## src/rtl/exp_pkg.sv

```systemverilog
// Shared types for the exception request generator: FSM states, source ids,
// grant priority order and small source-id helpers.
package exp_pkg;

   localparam int NUM_EXP_SRC = 3;

   typedef logic [1:0] src_id_t;

   typedef enum logic [1:0] {
      ST_IDLE      = 2'd0,
      ST_REQ       = 2'd1,
      ST_WAIT_DONE = 2'd2
   } exp_state_e;

   // Highest priority first.
   localparam src_id_t PRIO_ORDER [NUM_EXP_SRC] = '{2'd2, 2'd1, 2'd0};

   function automatic src_id_t pick_grant(input logic [NUM_EXP_SRC-1:0] req);
      src_id_t id;
      id = PRIO_ORDER[0];
      for (int i = NUM_EXP_SRC - 1; i >= 0; i--) begin
         if (req[PRIO_ORDER[i]]) begin
            id = PRIO_ORDER[i];
         end else begin
            id = id;
         end
      end
      return id;
   endfunction

   function automatic logic [NUM_EXP_SRC-1:0] id_to_onehot(input src_id_t id);
      logic [NUM_EXP_SRC-1:0] one;
      one = {{(NUM_EXP_SRC-1){1'b0}}, 1'b1};
      return one << id;
   endfunction

endpackage

```

## src/rtl/debounce_sync.sv

```systemverilog
// Two-flop synchronizer followed by a consecutive-sample debouncer; emits a
// one-cycle registered pulse when the debounced level rises.
module debounce_sync #(
   parameter int DEBOUNCE_CYCLES = 16,
   parameter int CNT_W           = 16
) (
   input  logic clk,
   input  logic reset,
   input  logic btn_async,
   output logic rise
);

   localparam logic [CNT_W-1:0] CNT_LAST = CNT_W'(DEBOUNCE_CYCLES - 1);
   localparam logic [CNT_W-1:0] CNT_ONE  = {{(CNT_W-1){1'b0}}, 1'b1};

   logic             sync1_q;
   logic             sync2_q;
   logic             level_q;
   logic             level_d;
   logic             rise_q;
   logic             rise_d;
   logic [CNT_W-1:0] cnt_q;
   logic [CNT_W-1:0] cnt_d;

   // Count differing samples; a matching sample restarts the count.
   always_comb begin
      cnt_d   = '0;
      level_d = level_q;
      rise_d  = 1'b0;
      if (sync2_q != level_q) begin
         if (cnt_q == CNT_LAST) begin
            level_d = sync2_q;
            rise_d  = sync2_q;
            cnt_d   = '0;
         end else begin
            cnt_d   = cnt_q + CNT_ONE;
         end
      end else begin
         cnt_d = '0;
      end
   end

   // Synchronizer, counter, level and rise pulse registers.
   always_ff @(posedge clk or posedge reset) begin
      if (reset) begin
         sync1_q <= 1'b0;
         sync2_q <= 1'b0;
         level_q <= 1'b0;
         rise_q  <= 1'b0;
         cnt_q   <= '0;
      end else begin
         sync1_q <= btn_async;
         sync2_q <= sync1_q;
         level_q <= level_d;
         rise_q  <= rise_d;
         cnt_q   <= cnt_d;
      end
   end

   assign rise = rise_q;

endmodule

```

## src/rtl/exp_request_gen.sv

```systemverilog
// Debounces three exception buttons, latches pending requests and hands them
// one at a time to the CPU. Optional overrun counter: EXP_OVERRUN_CNT_EN.
module exp_request_gen
   import exp_pkg::*;
#(
   parameter int DEBOUNCE_CYCLES = 16,
   parameter int CNT_W           = 16
) (
   input  logic       clk,
   input  logic       reset,
   input  logic [2:0] btn,
   input  logic       expblock,
   input  logic       ack,
   output logic       expsrc0,
   output logic       expsrc1,
   output logic       expsrc2,
   output logic [2:0] pending,
   output logic       busy
`ifdef EXP_OVERRUN_CNT_EN
   ,
   output logic [7:0] overrun_cnt
`endif
);

   logic [NUM_EXP_SRC-1:0] rise_s;
   logic [NUM_EXP_SRC-1:0] clr_s;
   logic [NUM_EXP_SRC-1:0] pending_q;
   logic [NUM_EXP_SRC-1:0] pending_d;
   logic [NUM_EXP_SRC-1:0] expsrc_q;
   logic [NUM_EXP_SRC-1:0] expsrc_d;
   exp_state_e             state_q;
   exp_state_e             state_d;
   src_id_t                grant_q;
   src_id_t                grant_d;
   logic                   busy_q;
   logic                   busy_d;

   for (genvar g = 0; g < NUM_EXP_SRC; g++) begin : g_db
      debounce_sync #(
         .DEBOUNCE_CYCLES (DEBOUNCE_CYCLES),
         .CNT_W           (CNT_W)
      ) u_debounce_sync (
         .clk       (clk),
         .reset     (reset),
         .btn_async (btn[g]),
         .rise      (rise_s[g])
      );
   end

   // Grant FSM next-state and output decode; grant id frozen outside IDLE.
   always_comb begin
      state_d  = state_q;
      grant_d  = grant_q;
      expsrc_d = expsrc_q;
      busy_d   = busy_q;
      clr_s    = '0;
      case (state_q)
         ST_IDLE: begin
            if ((pending_q != 3'b000) && !expblock) begin
               grant_d  = pick_grant(pending_q);
               expsrc_d = id_to_onehot(grant_d);
               busy_d   = 1'b1;
               state_d  = ST_REQ;
            end else begin
               expsrc_d = '0;
               busy_d   = 1'b0;
            end
         end
         ST_REQ: begin
            if (ack) begin
               clr_s    = id_to_onehot(grant_q);
               expsrc_d = '0;
               state_d  = ST_WAIT_DONE;
            end else begin
               expsrc_d = id_to_onehot(grant_q);
            end
         end
         ST_WAIT_DONE: begin
            if (!ack) begin
               busy_d  = 1'b0;
               state_d = ST_IDLE;
            end else begin
               state_d = ST_WAIT_DONE;
            end
         end
         default: begin
            expsrc_d = '0;
            busy_d   = 1'b0;
            state_d  = ST_IDLE;
         end
      endcase
   end

   // A new rise beats a same-cycle clear so the fresh edge is not lost.
   always_comb begin
      pending_d = (pending_q & ~clr_s) | rise_s;
   end

   // Grant FSM state and registered CPU-facing outputs.
   always_ff @(posedge clk or posedge reset) begin
      if (reset) begin
         state_q  <= ST_IDLE;
         grant_q  <= 2'd0;
         expsrc_q <= '0;
         busy_q   <= 1'b0;
      end else begin
         state_q  <= state_d;
         grant_q  <= grant_d;
         expsrc_q <= expsrc_d;
         busy_q   <= busy_d;
      end
   end

   // Pending request latch.
   always_ff @(posedge clk or posedge reset) begin
      if (reset) begin
         pending_q <= '0;
      end else begin
         pending_q <= pending_d;
      end
   end

`ifdef EXP_OVERRUN_CNT_EN
   logic       ovr_ev_s;
   logic [7:0] ovr_q;
   logic [7:0] ovr_d;

   // Any number of simultaneous overruns counts once; saturates at 255.
   always_comb begin
      ovr_ev_s = |(rise_s & pending_q & ~clr_s);
      if (ovr_ev_s && (ovr_q != 8'hFF)) begin
         ovr_d = ovr_q + 8'd1;
      end else begin
         ovr_d = ovr_q;
      end
   end

   // Overrun counter register.
   always_ff @(posedge clk or posedge reset) begin
      if (reset) begin
         ovr_q <= 8'd0;
      end else begin
         ovr_q <= ovr_d;
      end
   end

   assign overrun_cnt = ovr_q;
`endif

   assign expsrc0 = expsrc_q[0];
   assign expsrc1 = expsrc_q[1];
   assign expsrc2 = expsrc_q[2];
   assign pending = pending_q;
   assign busy    = busy_q;

endmodule

```

## config.mk

```make
export PLATFORM = sky130hd
export DESIGN_NAME = exp_request_gen
export DESIGN_NICKNAME = d
export VERILOG_FILES = /design/src/rtl/exp_pkg.sv /design/src/rtl/debounce_sync.sv /design/src/rtl/exp_request_gen.sv
export SDC_FILE = /design/constraint.sdc
export NUM_CORES = 1
export LEC_CHECK = 0
export ABC_AREA = 1
export ABC_CLOCK_PERIOD_IN_PS = 2200
export CAP_MARGIN = 15
export CORE_MARGIN = 4
export CORE_UTILIZATION = 50
export DETAILED_ROUTE_END_ITERATION = 16
export GPL_ROUTABILITY_DRIVEN = 0
export HOLD_SLACK_MARGIN = 0.06
export PLACE_DENSITY = 0.69
export SLEW_MARGIN = 15
export SYNTH_ARGS = -nofsm -noshare
export SYNTH_HDL_FRONTEND = slang
export SYNTH_SLANG_ARGS = --single-unit
```

## constraint.sdc

```tcl
create_clock -name clk -period 2.2 [get_ports clk]
set_input_delay 0.33 -clock clk [delete_from_list [all_inputs] [get_ports clk]]
set_output_delay 0.33 -clock clk [all_outputs]
set_load 0.05 [all_outputs]
```

==> images/clocks.png <==
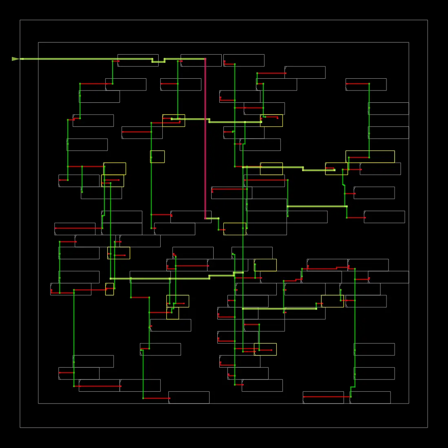
Late-Pin Clk Latency: 340 ps
clkbuf count: 12
Setup Skew: 4.971 ps
Flops: 71
P_clk: 1.09 mW

==> images/clk_routes.png <==
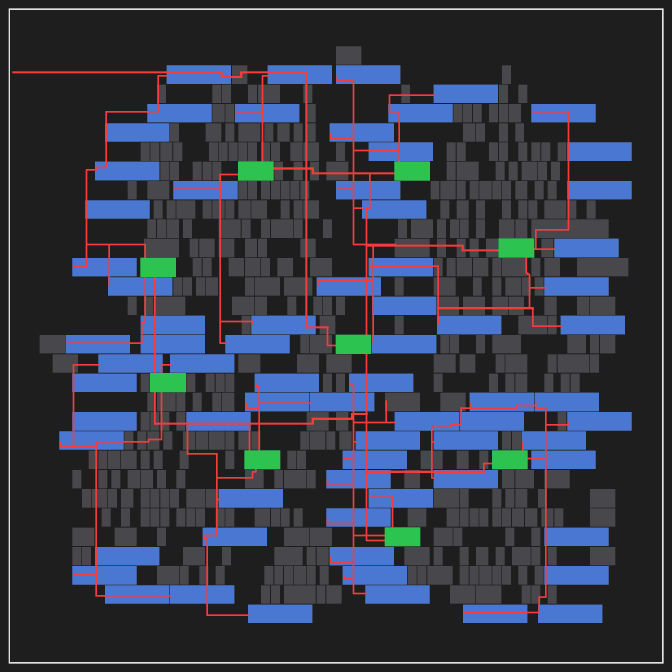
[green] clock drivers | count: 9
[blue] flip-flops | count: 71
[red] clock wires | length: 890 um
routed clock nets	10
flops lie	spread over the die

==> summary.txt <==
CP startpoint kind = register
RSZ-0062 raised after global routing = false
Period minus WS final = 1895 ps
DR vias = 2699
LEAKAGE = 1.790 nW
Synth Area in Simple Gates = 33.62%
Fin crit share = 86.12%
Synth top cell by count = nor2_1
Worst hold start = g_db[1].u_debounce_sync.sync1_q
Setup WS pre-CTS = 654.6 ps
CTS resizes = 0
Crit path from = pending[1]
CP required = 1870 ps
Switch share = 26.88%
Initial antenna violation count = 0
Fill cell count = 641
Comb area leader = simple AND/OR/NAND/NOR gates
Chip area = 8481 um2
FMAX = 527.8 MHz
Final max-slew violation count = 0
Routed WL per cell = 11.19 um
Number of logic gates = 314
Cells after synthesis = 437
ClkCell Share = 5.403%
GRT Total Usage = 16.87%
Reg power frac = 49.3%
Least-Margin Pin Slew = 541.3 ps
Commonest cells after routing, fill and taps aside = nor2_1, nand2_1, dfrtp_1
Top-Level Pins = 14
Inverters excl. clock = 49
Highest-delay cell along the critical path = clkdlybuf4s50_1
Crit path to = pending[1]
MaxCap Viol Count = 0
Buffers outside the clock class = 15
Yosys top cell by area = dfrtp_1
First-pass GRT wire length = 11.39 mm
Number of routed nets with antenna violations = 0
Most common reg cell = dfrtp_1
Htree depth = 3
TritonRoute pass-1 iters = 4
Vias in the first global route = 2642
Largest net degree at the start of global routing = 72
DRT iter0 DRCs = 125
Vias/cell = 4.811
Post-synthesis adder-cell area fraction = 1.062%
Cell area leaders = dfrtp_1, nor2_1, nand2_1
Worst-case clock buffer depth = 2
Mapped Nets = 447
HPWL Detailed = 4.496 mm
# diodes = 0
Largest register FFs = 48
Signal buffers share of area = 3.935%
Die Ht = 92.10 um
IO Port Bufs = 13
Tap cells = 96
Main power group = registers
Residual DRC count = 0
Most frequent logic cell in the layout = nor2_1
Top cell types by occurrence after synthesis = nor2_1, nand2_1, dfrtp_1, inv_1, nand3_1
Max-area cell class = flip-flops and latches
Yosys stat chip area = 3536 um2
Avg Cell Area, Syn = 8.091 um2
Max-area cell share = 50.25%
NetSw = 0.7731 mW
Sequential power = 1.42 mW
Reg2reg end = g_db[1].u_debounce_sync.cnt_q[0]
Post-CTS setup buffers = 0
CP peak stage delay = 830 ps
P&R area growth vs syn = 13.30%
Critical path depth = 1
Async set-reset flop share out of synthesis = 100.0%
AND-OR/OR-AND share of the synthesized area = 3.255%
CP max FO = 4
Crit-path cells = clkdlybuf4s50_1
Comb power frac = 12.7%
Clock share of power = 38.0%
Reg2reg setup slack = 790 ps
Final hold vios = 0
Outcome = finished clean
Layout cell share with drive strength beyond 1 = 12.26%
Comb area = 1551 um2
Int Pwr = 2.102 mW
Synthesized area = 3536 um2
Final Hold Slack = 351.5 ps
Clk slew on worst S/H paths = 70 ps
CTS tree = done
P_comb = 0.366 mW
Seq share, synth = 50.25%
Pwr per Cell Area = 717.7 nW/um2
Max IR drop VDD = 0.3885 mV
Xor/xnor share = 5.945%
Sequential fraction of total cell area = 44.35%
Kind of critical path = register to output port
Rel. slew slack = 63.65%
Worst reg-to-reg path cell count = 8
RR Startpoint = g_db[1].u_debounce_sync.cnt_q[0]
CTS sink cnt = 71
Setup Viol. Count Final = 0
Buf/Inv on CP = 1
OpenROAD warning count = 26
Root Buffer Master = clkbuf_8
WL final = 6.279 mm
Min setup slack post-route = 305.3 ps
Cts bufs inserted = 9
Post-synth cell types = 28
# hold bufs at CTS = 0
Hold Path Sink = g_db[1].u_debounce_sync.sync2_q
Die Span X = 92.10 um
Nets = 470
Hold Path Class = register to register
FF+latch area = 1777 um2
Worst Path Arrival = 1560 ps
Final setup TNS = 0 ps
Grt ovf = 0
Init Core Util = 51.76%
Ys cells = 437
Warnings from Yosys = 0
Fraction of area in multi-input gates = 38.73%
Row count = 30
MUX area fraction = 0%
Hold-critical path depth = 0
Crit end category = output port
Post-synth EDFFs = 0
Top delay family on crit path = buffers and inverters
Register with the most flip-flops = g_db.u_debounce_sync.cnt_q
Post-synth regs = 71
==> images/sizes.png <==
Bar = 20 um.
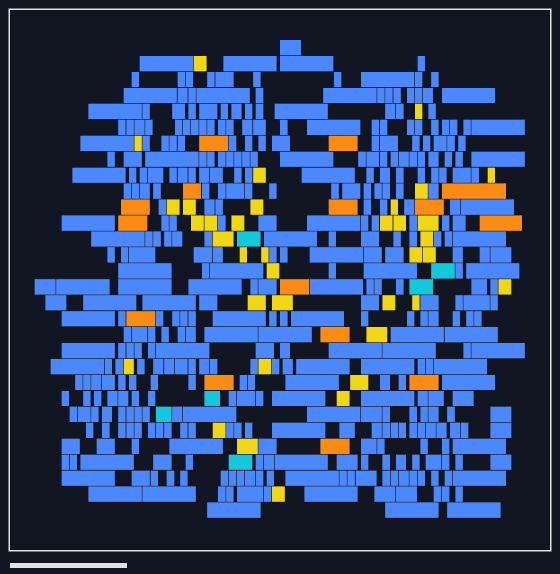
colour	size	cells	most used
blue	_0 and _1 cells	408	nor2_1
yellow	_2 cells	36	nand2_2
cyan	_3 and _4 cells	6	nor2_4
orange	_6 and larger	15	clkbuf_8

==> images/placement_by_type.png <==
Bar = 20 um.
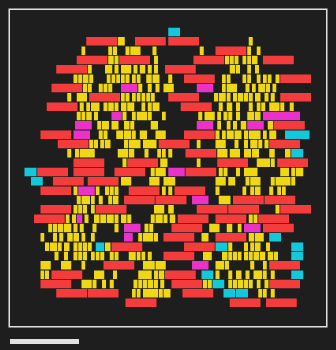
colour	class	cells	share of their area
magenta	clock drivers and dummy loads	16	5.6%
cyan	remaining buffers and delay cells	15	4.1%
red	sequential cells	71	46%
yellow	combinational and other logic	363	45%
final non-filler cell area: 4006 um2
fin util: 58.64%
core area: 6832 um2

[layer usage]
| metal | GRT usage [%] | part of all wire, % | up-vias |
|---|---|---|---|
| met5 | 0 | 0 | - |
| met4 | 7.302 | 0.84 | 0 |
| met3 | 4.840 | 3.3 | 5 |
| met2 | 27.55 | 49 | 32 |
| met1 | 20.82 | 47 | 1266 |
| li1 | - | - | 1396 |
[through the flow]
stage / total power, mW / area (um2) / utilization (%) / instances
finish: 2.876 / 4006 / 58.64 / 561
global route: 3.032 / 4006 / 58.64 / 561
CTS: 2.930 / 4006 / 58.64 / 561
detailed placement: 1.812 / 3790 / 55.48 / 545
global placement: 1.800 / 3790 / 55.48 / 545
floorplan: 1.691 / 3536 / - / 437
No activity file was given, so power comes from the tool's default toggle rates.
